==> config.mk <==
export PLATFORM = sky130hd
export DESIGN_NAME = seg7_decoder_flat
export DESIGN_NICKNAME = d
export VERILOG_FILES = /design/src/rtl/seg7_decoder_if.sv /design/src/rtl/seg7_decoder.sv /design/src/flat_wrapper.sv
export SDC_FILE = /design/constraint.sdc
export NUM_CORES = 1
export LEC_CHECK = 0
export CORE_AREA = 2 2 39 41
export DETAILED_ROUTE_END_ITERATION = 12
export DIE_AREA = 0 0 41 43
export PLACE_DENSITY = 0.6
export SETUP_SLACK_MARGIN = 0.3
export SLEW_MARGIN = 30
export SYNTH_ARGS = -nofsm -noshare
export SYNTH_HDL_FRONTEND = slang
export SYNTH_SLANG_ARGS = --single-unit
==> constraint.sdc <==
create_clock -name clk -period 0.8 [get_ports clk]
set_input_delay 0.08 -clock clk [delete_from_list [all_inputs] [get_ports clk]]
set_output_delay 0.08 -clock clk [all_outputs]
set_load 0.01 [all_outputs]
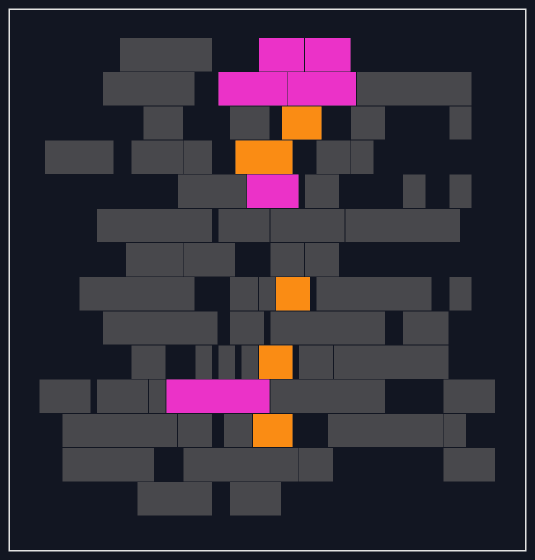
**Above:** run 1 (gate-type map).
- orange: aoi and oai cells (cells 5)
- magenta: mux cells (cells 6)
Comb area share: 39.6%
final cell count without fillers: 82

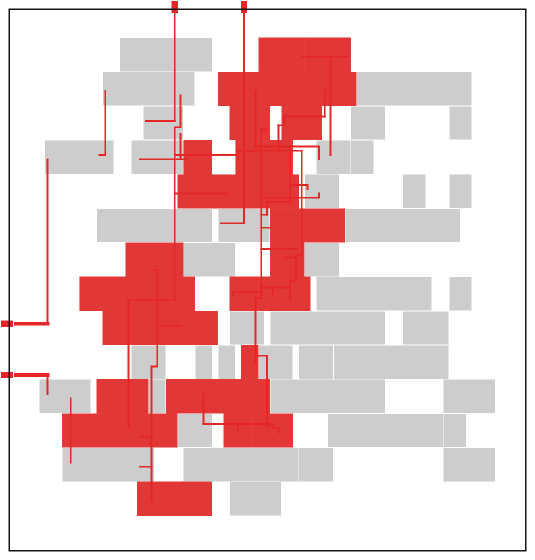
**Above:** run 1 (port wiring).
- red: bus_d_in (direction input; edge 2 west, 2 north; end cells 25; buffers 9; wire 239 um)
PortBufs: 12
IO Pins: 13

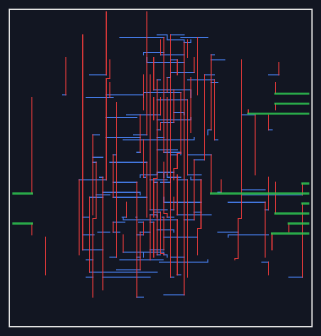
**Above:** run 1 (wiring by layer).
- green: metal 3 (wire length 49.1 um)
- blue: metal 1 (wire length 297 um)
- red: metal 2 (wire length 635 um)
drt wl/cell: 12.0 um
final wirelength: 981 um

==> reports/qor.yml <==
numCtsBuffers: 3
pg_seq_mw: 0.393
warning_count: 35
final_core_util_pct: 61.0
hpwl_um: 819
violations: "setup timing"
core_um2: 1380
final_layout_top_logic_cells: "dfrtp_1, buf_6, buf_4"
globalplace.congestion: 0.744
die_h_um: 43
switching_share_pct: 26.9
slew_violations: 0
slew_headroom_pct: 80.5
grt_pass1_wl_mm: 1.57
rows: 14
cts-root-buf: "clkbuf_4"
yosys.area_share.aoi_pct: 9.56
synth-xor-area-share_pct: 0
syn_avg_cell_area_um2: 11.4
largest_reg_flops: 7
startpoint_type: "input pin"
ys_area_um2: 458
remaining_drc_errors: 0
hold_ws_ns: 0.0792
fin_crit_sh_pct: 109
path_class: "in -> reg"
grt_pass1_vias: 391
p_clk_share_pct: 29.6
critPathMaxFanout: 4
crit_required_ns: 0.92
synth.distinct_cells: 18
fin_ws_ns: -0.0714
top_cell_area_share_pct: 38.3
drt_iter0_drc: 1
lay_top_count: "dfrtp_1"
cts_sinks: 7
grt_use_total_pct: 13.4
floorplan.die_area_um2: 1760
syn2layout_area_growth_pct: 84.4
p_seq_share_pct: 37.6
yosys.area_share.simple_pct: 6.83
hold_class: "in -> async"
antenna_found_initial: 0
topCombFamilyByArea: "adder cells"
power.group.top: "sequential cells"
synth.cellmix.adderShare_pct: 19.1
layout-drive-gt1-share_pct: 65.2
power_per_cell_area_nw_per_um2: 1240
diodes: 0
fp_util_pct: 33.1
rsz0062_at_grt: "true"
drtAntennaViolNets: 0
cts.clk_slew.worst_paths_ns: 0.05
status: "complete, but fails checks"
p_int_mw: 0.763
ys_warn_count: 0
overflow: 0
top_area_cell: "dfrtp_1"
grt_start_max_net_pins: 9
leakagePower_nw: 0.370
end_kind: "flop"
cts_tree: "done"
cts-hold-fix-buffers: 0
topCellsByArea: "dfrtp_1, ha_1, mux2_2, mux4_2, mux2i_1"
via_count: 379
pg_clk_mw: 0.309
clock.fmax_mhz: 1150
finalSetupTns_ns: -0.174
drv_cap: 0
htreeDepth: 1
fin_crit_ns: 0.871
tightest_slew_ns: 0.292
die_x_um: 41
setup_viol: 10
first_pass_iters: 2
viasPerCell: 4.62
nNetsFinal: 80
nFillCells: 109
ir_worst_vdd_v: 0.000526
pg_comb_mw: 0.342
mux_share_pct: 16.7
p_switching_mw: 0.280
cp.arrival_ns: 0.99
syn-cell-area_um2: 458
postSynthSeqShare_pct: 38.3
## run 1: kinds of logic after synthesis
group | after synthesis
fa+ha+maj | 7
flops | 7
buf+inv | 8
mux | 6
simple gates | 6
compound gates | 6
## run 1: per-stage QoR
step | setup WS [ns] | cells
final | -0.0714 | 82
after global routing | -0.0853 | 82
after CTS | -0.0626 | 80
after detailed placement | -0.768 | 76
after global placement | -0.755 | 76
after floorplan | -0.0806 | 40
## run 1: timing repair
item                                    4_1_cts  5_1_grt
endpoints found under the setup margin       14       14
buffers inserted                              0        2
pin swaps                                     1        4
resized                                      50        6
## run 1: area by class of cell
cell class              instances  area [um2]  share of cell area (%)
repair buffers                 24         243                    28.7
clock inverters                 1        5.00                   0.593
flip-flops and latches          7         175                    20.7
well taps                      16        20.0                    2.37
multi-input cells              25         334                    39.6
clock buffers                   3        22.5                    2.67
inverters                       6        45.0                    5.33
## run 1: worst max-delay path: stages
cell and delay (ns):
buf_6 0.10, buf_12 0.13, inv_12 0.06, ha_4 0.19, mux4_2 0.44
## run 1: cell usage after synthesis, drive strengths merged
cell type,number
inv,6
ha,7
nor2b,2
nor3,1
a22oi,2
o31ai,1
a21o,1
mux4,1
mux2i,2
nand2b,1
a32oi,1
dfrtp,7
buf,2
nor2,2
mux2,3
a21oi,1
## run 1: metal layers
| metal | global-route usage [%] | vias to the layer above | share of wire, % |
|---|---|---|---|
| li1 | - | 184 | - |
| met1 | 11.0 | 184 | 30 |
| met2 | 26.3 | 11 | 65 |
| met3 | 3.14 | 0 | 5.0 |
| met4 | 6.00 | 0 | 0 |
| met5 | 0 | - | 0 |
